$ cat src/rtl/jtgng_romslot.sv
// jtgng_romslot - time-division SDRAM ROM read scheduler.
//
// Serves up to 7 read channels from one 16-bit SDRAM port. A run-time slot
// table maps each slot of a round to a channel, an idle slot or a refresh
// slot. On every cen strobe the code of the current slot is decoded and
// issued, and the slot counter advances (or restarts at 0 on slot_sync).
// Read data is captured LAT clocks after sdram_rd into the channel's
// output register, with a one-clock ch_valid strobe.
//
// Ports:
//   clk, rst          clock, synchronous active-high reset
//   cen               slot advance strobe (period >= LAT+1 clk)
//   slot_sync         on cen: next slot is 0
//   downloading       ROM load in progress, scheduler held in reset
//   slot_map          3 bits per slot: 0..CH-1 channel, CH..6 idle, 7 refresh
//   ch_addr/offset    per-channel address and SDRAM word base offset
//   ch_byte           per-channel 8-bit mode (address is a byte address)
//   data_read         SDRAM read data
//   sdram_addr/rd     word address and one-clock read request
//   autorefresh       one-clock refresh request
//   ch_dout/ch_valid  per-channel data and update strobe
//   ready             set after RDYW cen strobes since reset/download
//
// Optional feature: define JTGNG_ROMSLOT_REUSE_EN to keep the last word
// address and data per channel; a channel slot that hits its stored word
// (with the previous fetch complete) is served without an SDRAM read.

module jtgng_romslot #(
    parameter int SLOTS = 16,
    parameter int CH    = 6,
    parameter int AW    = 22,
    parameter int LAT   = 2,
    parameter int RDYW  = 16
) (
    input  logic               clk,
    input  logic               rst,
    input  logic               cen,
    input  logic               slot_sync,
    input  logic               downloading,
    input  logic [3*SLOTS-1:0] slot_map,
    input  logic [CH*AW-1:0]   ch_addr,
    input  logic [CH*AW-1:0]   ch_offset,
    input  logic [CH-1:0]      ch_byte,
    input  logic [15:0]        data_read,
    output logic [AW-1:0]      sdram_addr,
    output logic               sdram_rd,
    output logic               autorefresh,
    output logic [CH*16-1:0]   ch_dout,
    output logic [CH-1:0]      ch_valid,
    output logic               ready
);
    localparam int SW = $clog2(SLOTS);
    localparam int RW = $clog2(RDYW + 1);
    localparam logic [2:0]    CODE_REF = 3'd7;
    localparam logic [2:0]    CH_CODES = 3'(CH);
    localparam logic [RW-1:0] RDY_MAX  = RW'(RDYW);
    localparam logic [RW-1:0] RDY_PRE  = RW'(RDYW - 1);

    typedef struct packed {
        logic       vld;
        logic       reuse;
        logic       byte_ch;
        logic       lsb;
        logic [2:0] k;
    } pipe_t;

    logic [SW-1:0] slot;
    logic [RW-1:0] rdy_cnt;
    pipe_t         pipe [LAT];
    pipe_t         cap;
    logic          halt;
    logic [2:0]    code;
    logic          is_ch;
    logic [AW-1:0] sel_addr, sel_off, word_addr, calc_addr;
    logic          sel_byte;
    logic          hit;
    logic [15:0]   reuse_word, cap_word, cap_data;

    assign halt  = rst | downloading;
    assign code  = slot_map[3*slot +: 3];
    assign is_ch = code < CH_CODES;

    always_comb begin
        sel_addr = '0;
        sel_off  = '0;
        sel_byte = 1'b0;
        for (int i = 0; i < CH; i++) begin
            if (code == 3'(i)) begin
                sel_addr = ch_addr[i*AW +: AW];
                sel_off  = ch_offset[i*AW +: AW];
                sel_byte = ch_byte[i];
            end
        end
    end

    // byte channels address 16-bit words with addr>>1; the sum wraps at 2^AW
    assign word_addr = sel_byte ? {1'b0, sel_addr[AW-1:1]} : sel_addr;
    assign calc_addr = sel_off + word_addr;

    // oldest pipe entry: its data is on data_read this clock
    assign cap      = pipe[LAT-1];
    assign cap_word = cap.reuse ? reuse_word : data_read;
    assign cap_data = cap.byte_ch ? {8'd0, cap.lsb ? cap_word[7:0] : cap_word[15:8]}
                                  : cap_word;

`ifdef JTGNG_ROMSLOT_REUSE_EN
    logic [AW-1:0] last_addr [CH];
    logic [15:0]   last_word [CH];
    logic [CH-1:0] last_ok;

    always_comb begin
        hit = 1'b0;
        for (int i = 0; i < CH; i++) begin
            if (is_ch && code == 3'(i) && last_ok[i] && last_addr[i] == calc_addr)
                hit = 1'b1;
        end
    end

    always_comb begin
        reuse_word = data_read;
        for (int i = 0; i < CH; i++) begin
            if (cap.k == 3'(i)) reuse_word = last_word[i];
        end
    end

    // last_ok clears at issue so a word is only reused once its fetch landed
    always_ff @(posedge clk) begin
        if (halt) begin
            last_ok <= '0;
        end else begin
            for (int i = 0; i < CH; i++) begin
                if (cap.vld && !cap.reuse && cap.k == 3'(i)) begin
                    last_word[i] <= data_read;
                    last_ok[i]   <= 1'b1;
                end
                if (cen && is_ch && !hit && code == 3'(i)) begin
                    last_addr[i] <= calc_addr;
                    last_ok[i]   <= 1'b0;
                end
            end
        end
    end
`else
    assign hit        = 1'b0;
    assign reuse_word = data_read;
`endif

    always_ff @(posedge clk) begin
        if (halt) begin
            slot        <= '0;
            sdram_addr  <= '0;
            sdram_rd    <= 1'b0;
            autorefresh <= 1'b0;
            ch_dout     <= '0;
            ch_valid    <= '0;
            ready       <= 1'b0;
            rdy_cnt     <= '0;
            for (int i = 0; i < LAT; i++) pipe[i] <= '0;
        end else begin
            sdram_rd    <= 1'b0;
            autorefresh <= 1'b0;
            ch_valid    <= '0;
            for (int i = 1; i < LAT; i++) pipe[i] <= pipe[i-1];
            pipe[0] <= '0;
            for (int i = 0; i < CH; i++) begin
                if (cap.vld && cap.k == 3'(i)) begin
                    ch_dout[i*16 +: 16] <= cap_data;
                    ch_valid[i]         <= 1'b1;
                end
            end
            if (cen) begin
                slot <= slot_sync ? '0 : slot + 1'b1;
                if (rdy_cnt != RDY_MAX) rdy_cnt <= rdy_cnt + 1'b1;
                if (rdy_cnt == RDY_PRE) ready <= 1'b1;
                if (is_ch) begin
                    pipe[0] <= '{vld: 1'b1, reuse: hit, byte_ch: sel_byte,
                                 lsb: sel_addr[0], k: code};
                    if (!hit) begin
                        sdram_rd   <= 1'b1;
                        sdram_addr <= calc_addr;
                    end
                end else if (code == CODE_REF) begin
                    autorefresh <= 1'b1;
                end
            end
        end
    end
endmodule

$ cat config.mk
export PLATFORM = sky130hd
export DESIGN_NAME = jtgng_romslot
export DESIGN_NICKNAME = d
export VERILOG_FILES = /design/src/rtl/jtgng_romslot.sv
export SDC_FILE = /design/constraint.sdc
export NUM_CORES = 1
export LEC_CHECK = 0
export ABC_AREA = 0
export CORE_AREA = 10 10 172 174
export DETAILED_ROUTE_END_ITERATION = 7
export DIE_AREA = 0 0 182 184
export GPL_TIMING_DRIVEN = 0
export HOLD_SLACK_MARGIN = 0.1
export PLACE_DENSITY = 0.71
export SYNTH_ARGS = -nofsm -noshare
export SYNTH_HDL_FRONTEND = slang
export SYNTH_SLANG_ARGS = --single-unit
$ cat constraint.sdc
create_clock -name clk -period 16.5 [get_ports clk]
set_input_delay 4.95 -clock clk [delete_from_list [all_inputs] [get_ports clk]]
set_output_delay 4.95 -clock clk [all_outputs]
set_load 0.01 [all_outputs]
==> notes.md, run 1 <==
For the fraction of the core area occupied by cells at floorplan, the log shows 34.5%. The cell with the most instances after synthesis is nand2_1. The mapped netlist covers 8940 sq um. With the total of flip-flops plus latches after synthesis at 147, the quantity of gates resized following cts is 0. Of the total synthesized cell area, the portion taken by AND, OR, NAND and NOR gates is 15.9%. The smallest clock period supported by the final layout is computed as 10.69 ns. The number of buffers and inverters on the critical path is 5. During placement, the flow inserted port buffers numbering 465.

The tools report the element type at the critical path start as an input pin. The pre-antenna-repair detailed-routing pass consisted of 5 iterations. The stage-log warning count was 27.

The first global-routing pass estimated 64.3 mm of wire. For the tally of yosys warning messages, the log shows 0. The total routed wirelength is 44.4 mm. The tools report the instance count of the mapped netlist as 1,053. The share of the synthesized netlist area taken by xor and xnor gates is 1.66%, and the global-route total usage across every layer is 25.0%.

The root buffer cell chosen for the clock tree is clkbuf_16. The number of hold buffers added after cts is 0, and the area of all placed cells without fillers is 14,600 sq um. Among cell families on the critical path, the largest total delay comes from buffers and inverters. The final route contains 10,100 vias. The synthesis run identifies the leading combinational cell family as AND-OR/OR-AND gates. Per the detail_route report, routed wire per instance is 23.5 microns. Clock-pin slew was measured on the worst setup and hold paths at 0.06 ns.

STA puts the critical path data required time at 16.86 ns. For the number of global-route vias before repair, the log shows 10,500. Per the timing report, the achievable frequency comes out to 0.0936 GHz. The run finished with clean final reports. After clock tree synthesis, the setup repair step added 0 buffers.

For this run, the register share of the synthesized area comes to 32.9%. The path class of the tightest hold or removal check is register to register. With the distinct cell type count of the synthesized netlist at 60, the total cell area at the placement stage is 14,000 sq um. The flow reports that combinational logic draws 30.7% of the design power. Initial DRC count: 596. The share of final-layout standard cells stronger than drive strength 1 is 6.84%. The tools report the filler cell count in the final layout as 2,376.

Measured along the y axis, the die boundary spans 184 microns. After synthesis, the most frequently instantiated cells are nand2_1 (170), dfxtp_1 (147), o21ai_0 (93). With the share of synthesized cell area in and-or and or-and compound cells at 22.1%, the worst setup timing slack at the placement stage is 5.38 ns.

The tightest hold path in the finished design has a slack of 0.423 ns.
run 1: metal layers:
layer | GRT usage [%] | wire length, microns
met5 | 0 | 0
met3 | 7.48 | 3640
met2 | 46.6 | 23100
met1 | 25.8 | 16300
met4 | 9.53 | 1370
run 1: cell usage in the layout (no fill, tap or decap), types with 3 or more instances in the layout:
cell,instances
a32oi_1,3
dfxtp_1,147
xnor2_1,11
a31oi_1,3
mux4_2,34
mux4_1,3
and2_1,9
clkbuf_1,67
nor4_1,3
nand3_1,13
o221ai_1,19
inv_6,6
or3_1,3
inv_1,10
ha_1,25
mux2_2,26
o21a_1,5
nand2_1,170
o211ai_1,6
nor2b_1,14
a211oi_1,53
nand2b_1,6
buf_1,8
nor2_1,81
and3_1,9
clkinv_4,3
clkbuf_16,17
buf_2,7
clkdlybuf4s50_1,465
o22a_1,20
a21oi_1,91
o21ai_0,93
mux2i_1,58
a21o_1,4
nor3_1,9
diode_2,5
xor2_1,6
run 1: final timing paths:
path                                   start              to  cells after the start  slack [ns]
worst max-delay path            slot_map[31]  sdram_addr[21]                     19        5.81
worst min-delay path              pipe[0][3]      pipe[1][3]                      1        0.42
worst max register to register       slot[2]  sdram_addr[21]                     17       10.07
worst min register to register    pipe[0][3]      pipe[1][3]                      1        0.42
run 1: layout make-up:
cell class | instances | area, sq um | share of cell area [%]
diodes | 5 | 12.5 | 0.0855
plain buffers | 85 | 359 | 2.45
clock buffers | 19 | 453 | 3.10
clock inverters | 12 | 146 | 1.00
inverters | 11 | 41.3 | 0.282
multi-input cells | 810 | 5600 | 38.3
flip-flops and latches | 147 | 2940 | 20.1
well taps | 335 | 419 | 2.87
repair buffers | 465 | 4650 | 31.8
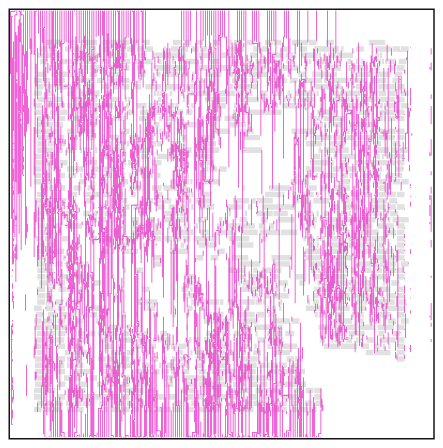
Run 1: the metal 2 layer
Cells faint in the background.
The layer holds 52% of the routed length. 1,653 nets have wire on it.

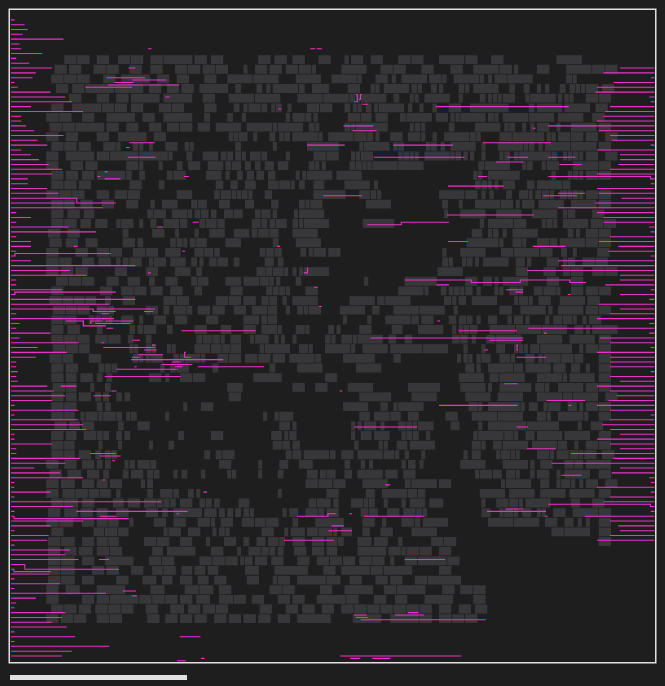
Run 1: metal 3
The bar under the picture is 50 microns long. Cells faint in the background.
The layer carries 3,640 microns of wire. 317 nets have wire on it. The layer holds 8.2% of the routed length. The wires run mostly horizontal. The longest straight run is 42.8 microns.

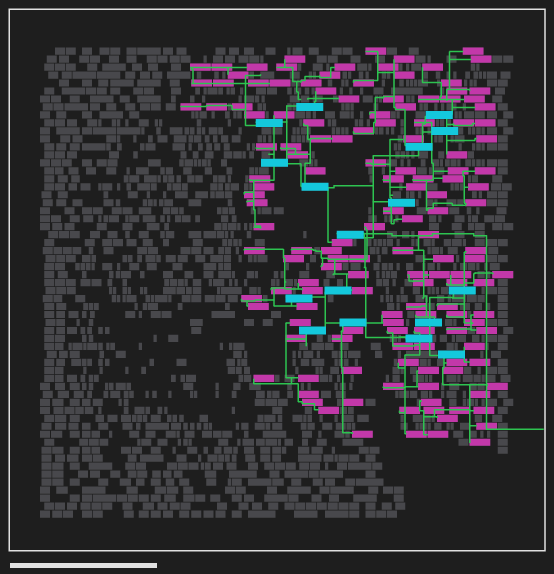
Run 1: clock distribution
The bar under the picture is 50 microns long.
Key: green = clock wires [length 1,760 microns]; cyan = cells driving clock nets [count 17]; magenta = flip-flops [count 147]
There are 18 routed clock nets.

==> run 1 -> run 2 <==
--- a/config.mk
+++ b/config.mk
@@ -11,7 +11,7 @@
 export DIE_AREA = 0 0 182 184
 export GPL_TIMING_DRIVEN = 0
 export HOLD_SLACK_MARGIN = 0.1
-export PLACE_DENSITY = 0.71
+export PLACE_DENSITY = 0.74
 export SYNTH_ARGS = -nofsm -noshare
 export SYNTH_HDL_FRONTEND = slang
 export SYNTH_SLANG_ARGS = --single-unit
==> constraint.sdc (replaced) <==
create_clock -name clk -period 9.1 [get_ports clk]
set_input_delay 2.73 -clock clk [delete_from_list [all_inputs] [get_ports clk]]
set_output_delay 2.73 -clock clk [all_outputs]
set_load 0.01 [all_outputs]
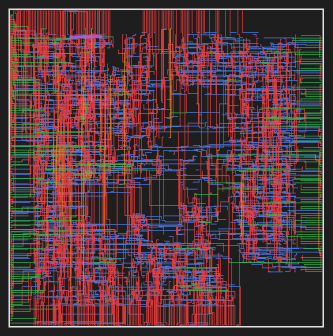
Run 2: signal wires by layer
Key: blue = met1 [wire length 16,200 microns]; green = met3 [wire length 3,620 microns]; red = met2 [wire length 23.6 mm]; purple = met5 [wire length 17.5 microns]; orange = met4 [wire length 1,170 microns]

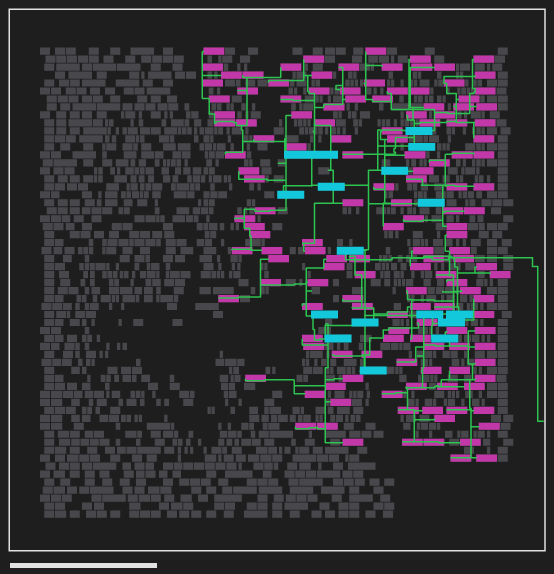
Run 2: clock distribution
The bar under the picture is 50 microns long.
Key: green = clock wires [length 1,920 microns]; cyan = cells driving clock nets [count 17]; magenta = flip-flops [count 147]
There are 18 routed clock nets.

==> run 2 against run 1 <==
  * Synthesized area unchanged
  * Final area down 0.13%
  * Clock skew rose by 0.0049 ns
  * Critical endpoint unchanged
  * Largest cell class unchanged
==> notes.md, run 2 <==
The tools report the total routed wirelength as 44.6 mm (was 44.4 mm). The clock insertion delay at the later pin of the skew report is 0.41 ns (was 0.42 ns). Fraction of the core area occupied by cells at floorplan: 34.5% (unchanged). With the instance count of the mapped netlist at 1,053 (unchanged), the area of the mapped netlist is 8940 sq um (unchanged). The tally of yosys warning messages is 0 (unchanged), and the area of all placed cells without fillers is 14,600 sq um (about the same). The run gives 25.1% (was 25.0%) for the global-route total usage across every layer.

The clock tree buffer depth was 2 (unchanged); the achievable clock frequency was 0.117 GHz. The data required time of the critical path was 9.46 ns (was 16.86 ns). The logs give 0.967 (was 0.960) for the weighted congestion at the end of routability-driven global placement and 30.9% (was 30.7%) for the combinational cell fraction of total power.

With the total cell area at the placement stage at 14,000 sq um (unchanged), the number of iterations in the first detailed-routing pass is 8 (was 5). The tools report the total combinational power as 0.608 mW (was 0.333 mW). The cell with the most instances after synthesis was nand2_1 (unchanged). For the proportion of synthesized chip area in sequential cells, the log shows 32.9% (unchanged).

The tools report the cell at the root of the clock tree as clkbuf_16 (unchanged). Vertical die size: 184 microns (unchanged). Kind of path behind the tightest hold check: register to register (unchanged). Distinct cell type count of the synthesized netlist: 60 (unchanged).

The quantity of gates resized following cts was 0 (unchanged); the count of buffers added by post-CTS timing repair for setup was 0 (unchanged). Largest registers: ch_dout (96), sdram_addr (22), pipe (12) (unchanged). The share of synthesized cell area in and-or and or-and compound cells works out to 22.1% (unchanged). Stage-log warning count: 27 (unchanged). Most frequent cells after synthesis: nand2_1 (170), dfxtp_1 (147), o21ai_0 (93) (unchanged). The worst setup timing slack at the placement stage came out at 0.136 ns (was 5.38 ns). Overall via count from detail_route: 10,200 (was 10,100). The share of the synthesized netlist area taken by xor and xnor gates was 1.66% (unchanged).

The run gives 0.431 ns (was 0.423 ns) as the final hold slack. Most numerous logic cells after layout: clkdlybuf4s50_1 (465), nand2_1 (170), dfxtp_1 (147) (unchanged). The category of the worst setup path capture point was a register (unchanged). The share of final-layout standard cells stronger than drive strength 1 is 6.90% (was 6.84%). Element type at the critical path start: an input pin (unchanged).

The main combinational cell family by area after synthesis was AND-OR/OR-AND gates (unchanged). The run finished with clean final reports. Tally of buffers added on design ports: 465 (unchanged).

With the routed length per placed instance at 23.7 microns (was 23.5 microns), the wire length of the first global-routing pass is 64.9 mm (was 64.3 mm). The initial DRC count came out at 702 (was 596). For the number of global-route vias before repair, the log shows 10,600 (was 10,500). The most instantiated logic cell after routing is clkdlybuf4s50_1 (unchanged). The share of cell area taken by muxes after synthesis came out at 19.2% (unchanged).

The total of flip-flops plus latches after synthesis works out to 147 (unchanged). For the finished layout, the period the worst path requires is 8.53 ns. The clock slew seen by the registers of the worst setup and hold paths was 0.07 ns (was 0.06 ns).
==> run 2: path summary, 6_finish.rpt <==
| check | depth (start not counted) | endpoint | startpoint | slack [ns] |
|---|---|---|---|---|
| setup / recovery | 19 | sdram_addr[21] | slot_map[37] | 0.57 |
| hold reg to reg | 1 | pipe[1][0] | pipe[0][0] | 0.43 |
| hold / removal | 1 | pipe[1][0] | pipe[0][0] | 0.43 |
| setup reg to reg | 17 | sdram_addr[21] | slot[2] | 2.64 |
==> run 2: kinds of logic (layout without fill, tap and decap cells) <==
group,count (synthesis),count (layout)
and+or+nand+nor,330,330
DFF,147,147
adders and majority gates,26,26
other,0,1
muxes,121,121
xor gates and xnor gates,17,17
buffers and inverters,96,593
AOI/OAI and AO/OA,316,316
==> run 2: critical path, cell delays in order <==
cell	delay, ns
clkdlybuf4s50_1	0.46
mux4_1	0.26
mux4_2	0.25
clkbuf_1	0.35
clkbuf_1	0.52
buf_1	0.67
clkbuf_1	0.68
nand3_1	0.14
nand3_1	0.13
o21ai_0	0.19
ha_1	0.36
a211oi_1	0.32
o21ai_0	0.18
a32oi_1	0.39
o211ai_1	0.22
a32oi_1	0.46
nor3_1	0.11
a211oi_1	0.25
and3_1	0.17
==> run 2: area by class of cell <==
cell class | instances | area, sq um
Multi-Input combinational cell | 810 | 5600
Antenna cell | 1 | 2.50
Sequential cell | 147 | 2940
Clock inverter | 13 | 138
Fill cell | 2367 | 11300
Buffer | 85 | 359
Inverter | 11 | 41.3
Clock buffer | 19 | 453
Timing Repair Buffer | 465 | 4650
Tap cell | 335 | 419
==> run 2: per-layer routing <==
metal	part of all wire [%]	wire (microns)	vias up	track usage, %
li1	-	-	4817	-
met1	36	16200	4828	25.9
met2	53	23600	474	47.9
met3	8.1	3620	62	6.95
met4	2.6	1170	2	7.68
met5	0.038	17	-	0
==> run 2 -> run 3 <==
==> config.mk (replaced) <==
export PLATFORM = sky130hd
export DESIGN_NAME = jtgng_romslot
export DESIGN_NICKNAME = d
export VERILOG_FILES = /design/src/rtl/jtgng_romslot.sv
export SDC_FILE = /design/constraint.sdc
export NUM_CORES = 1
export LEC_CHECK = 0
export ABC_AREA = 1
export CORE_AREA = 10 10 171 173
export DETAILED_ROUTE_END_ITERATION = 7
export DIE_AREA = 0 0 181 183
export GPL_TIMING_DRIVEN = 0
export HOLD_SLACK_MARGIN = 0.1
export PLACE_DENSITY = 0.71
export SYNTH_ARGS = -nofsm -noshare
export SYNTH_HDL_FRONTEND = slang
export SYNTH_SLANG_ARGS = --single-unit
==> constraint.sdc (replaced) <==
create_clock -name clk -period 10 [get_ports clk]
set_input_delay 3 -clock clk [delete_from_list [all_inputs] [get_ports clk]]
set_output_delay 3 -clock clk [all_outputs]
set_load 0.01 [all_outputs]
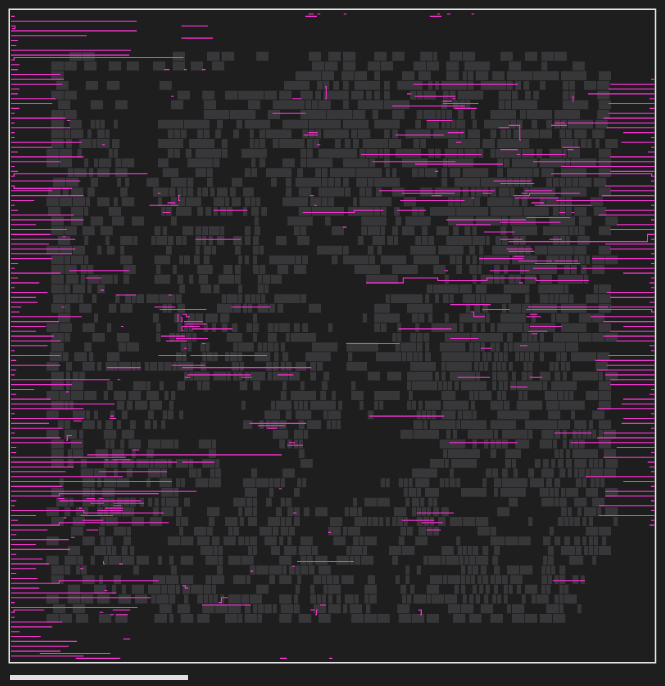
Run 3: metal 3
The bar under the picture is 50 microns long. Cells faint in the background.
final wirelength: 47.2 mm
global routing usage on met3: 8.35%
via count: 11,400

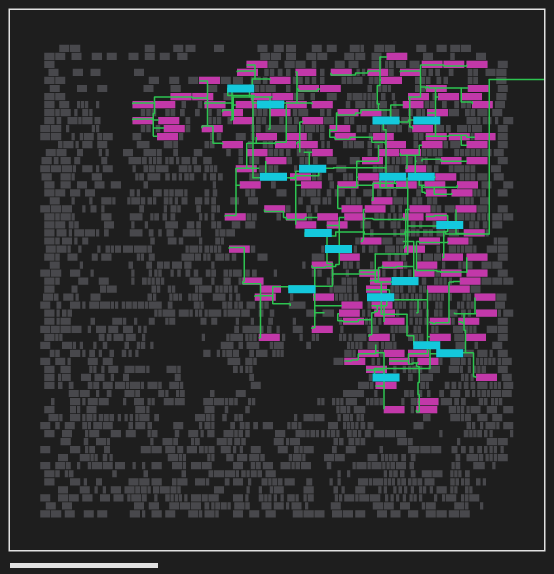
Run 3: clock distribution
The bar under the picture is 50 microns long.
latest clock arrival within the worst-skew pair: 0.43 ns
final setup skew: 0.0120 ns
Clk. pwr: 0.633 mW

==> run 3 against run 2 <==
  * Power is 7.6% lower
  * Die area is 1.1% lower
  * Highest routed layer unchanged
  * Count of clock-buffer cells in the layout is 2 lower
  * Setup slack better by 1.8 ns
  * Flip-flop count stayed put
  * Synthesized cell count is 25% higher
  * Sequential power is 9.1% lower
  * Core utilization is 0.72 points lower
==> notes.md, run 3 <==
The flow ran to the end, and the final reports show no timing, DRC or antenna violations. The number of iterations in the first detailed-routing pass is 6 (was 8). With the tally of buffers added on design ports at 464 (was 465), the detailed route wirelength on metal2 is 24.1 mm (was 23.6 mm). The cell with the most instances after synthesis was nand2_1 (unchanged). For the tally of yosys warning messages, the log shows 0 (unchanged). The vertical die size came out at 183 microns (was 184 microns). Final hold slack: 0.403 ns (was 0.431 ns). The clock tree buffer depth came out at 2 (unchanged).

For the filler cell count in the final layout, the log shows 2,570 (was 2,367). The async set-reset flop share out of synthesis came out at 0% (unchanged). For the weighted congestion at the end of routability-driven global placement, the log shows 0.982 (was 0.967). The count of buffers added by post-CTS timing repair for setup was 0 (unchanged); the buffer and inverter count on the worst path was 6 (was 5).

The dominant cell type by count on the critical path is nand3_1 (was clkbuf_1). The met1 routing resource usage after global routing is 27.2% (was 25.9%), and the total overflow reported by the global router is 0 (unchanged). The routed length per placed instance is 21.9 microns (was 23.7 microns). Largest registers: ch_dout (96), sdram_addr (22), pipe (12) (unchanged).

The clock slew seen by the registers of the worst setup and hold paths was 0.07 ns (about the same); the initial DRC count was 890 (was 702). Most frequent cells after synthesis: nand2_1 (293), a21oi_1 (185), dfxtp_1 (147) (was nand2_1 (170), dfxtp_1 (147), o21ai_0 (93)). The run gives 33.9% (was 32.9%) as the proportion of synthesized chip area in sequential cells. Quantity of gates resized following cts: 0 (unchanged).

Area of the mapped netlist: 8670 sq um (was 8940 sq um). Most instantiated logic cell after routing: clkdlybuf4s50_1 (unchanged). The met2 usage is 49.5% (was 47.9%), and the met3 layer wire length in the routed design is 4.16 mm (was 3.62 mm). The run gives 2940 sq um (unchanged) as the footprint of the flip-flops and latches. The tools report the element type at the critical path start as an input pin (unchanged). The total of flip-flops plus latches after synthesis came out at 147 (unchanged).

The highest routing layer actually used is met5 (unchanged). The category of the worst setup path capture point is a register (unchanged). The share of final-layout standard cells stronger than drive strength 1 was 4.74% (was 6.90%).

The family with the most delay on the worst path is AND-OR/OR-AND gates (was buffers and inverters). With the data required time of the critical path at 10.31 ns (was 9.46 ns), the distinct cell type count of the synthesized netlist is 47 (was 60). Most numerous logic cells after layout: clkdlybuf4s50_1 (464), nand2_1 (293), a21oi_1 (185) (was clkdlybuf4s50_1 (465), nand2_1 (170), dfxtp_1 (147)). With the number of global-route vias before repair at 11,300 (was 10,600), the wire length of the first global-routing pass is 68.5 mm (was 64.9 mm). Cell at the root of the clock tree: clkbuf_16 (unchanged). The delay of the slowest cell on the worst path came out at 0.53 ns (was 0.68 ns).
==> run 3: cell count changes after synthesis, sizes merged, moves of 38 or more <==
cell and delta:
inv +104, nand4 +38, a211oi -50, nand2 +127, nand3 +69, mux2i -57, o21ai +52, a21oi +94
==> run 3: path summary, 6_finish.rpt <==
| kind | startpoint | to | slack (ns) | cells past startpoint |
|---|---|---|---|---|
| worst max register to register | slot[1] | sdram_addr[18] | 4.70 | 25 |
| worst min-delay path | pipe[0][4] | pipe[1][4] | 0.40 | 2 |
| worst min register to register | pipe[0][4] | pipe[1][4] | 0.40 | 2 |
| worst max-delay path | slot_map[5] | sdram_addr[18] | 2.37 | 26 |
==> run 3: cell families (layout without fill, tap and decap cells) <==
logic type	Yosys count	count (layout)	synth area share (%)
AOI/OAI and AO/OA	382	382	23.9
other	0	7	0
DFF	147	147	33.9
xor gates and xnor gates	16	16	1.62
adders and majority gates	26	26	3.84
muxes	1	1	0.115
buffers and inverters	196	692	9.44
and+or+nand+nor	549	549	27.2
==> run 3: stage by stage <==
stage | instance area [sq um] | power (mW)
after floorplan | 8670 | 0.917
after global placement | 13700 | 1.19
after detailed placement | 13700 | 1.19
after CTS | 14300 | 1.82
after global routing | 14300 | 1.90
final | 14300 | 1.82
==> run 3: cell type report <==
class	instances	share of cell area (%)
clock buffers	17	2.97
multi-input cells	974	34.2
inverters	115	3.03
diodes	7	0.122
plain buffers	81	2.68
repair buffers	464	32.4
clock inverters	15	1.13
well taps	335	2.92
flip-flops and latches	147	20.5
==> run 3: power by group <==
| group | internal [mW] | switching, mW | total [mW] |
|---|---|---|---|
| logic | 0.263 | 0.323 | 0.586 |
| clock network | 0.354 | 0.279 | 0.633 |
| registers | 0.594 | 0.00417 | 0.598 |
| total | 1.21 | 0.606 | 1.82 |

==> gallery <==
Routing congestion map.
picture 1
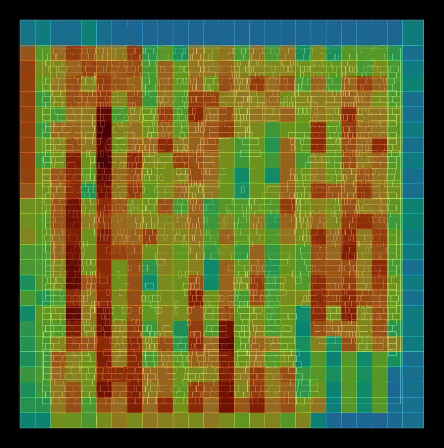
picture 2
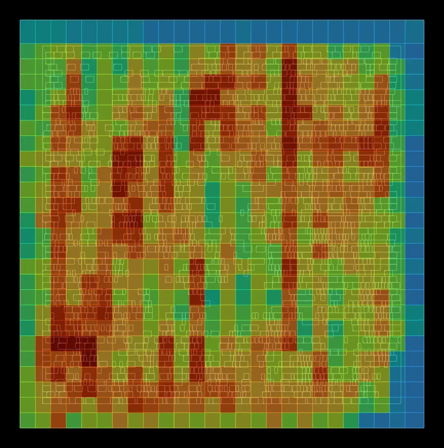
Picture 2 is run 3.
Picture 1 is run 1.

Power figures rest on the tool's default switching activity, not on a simulated workload.
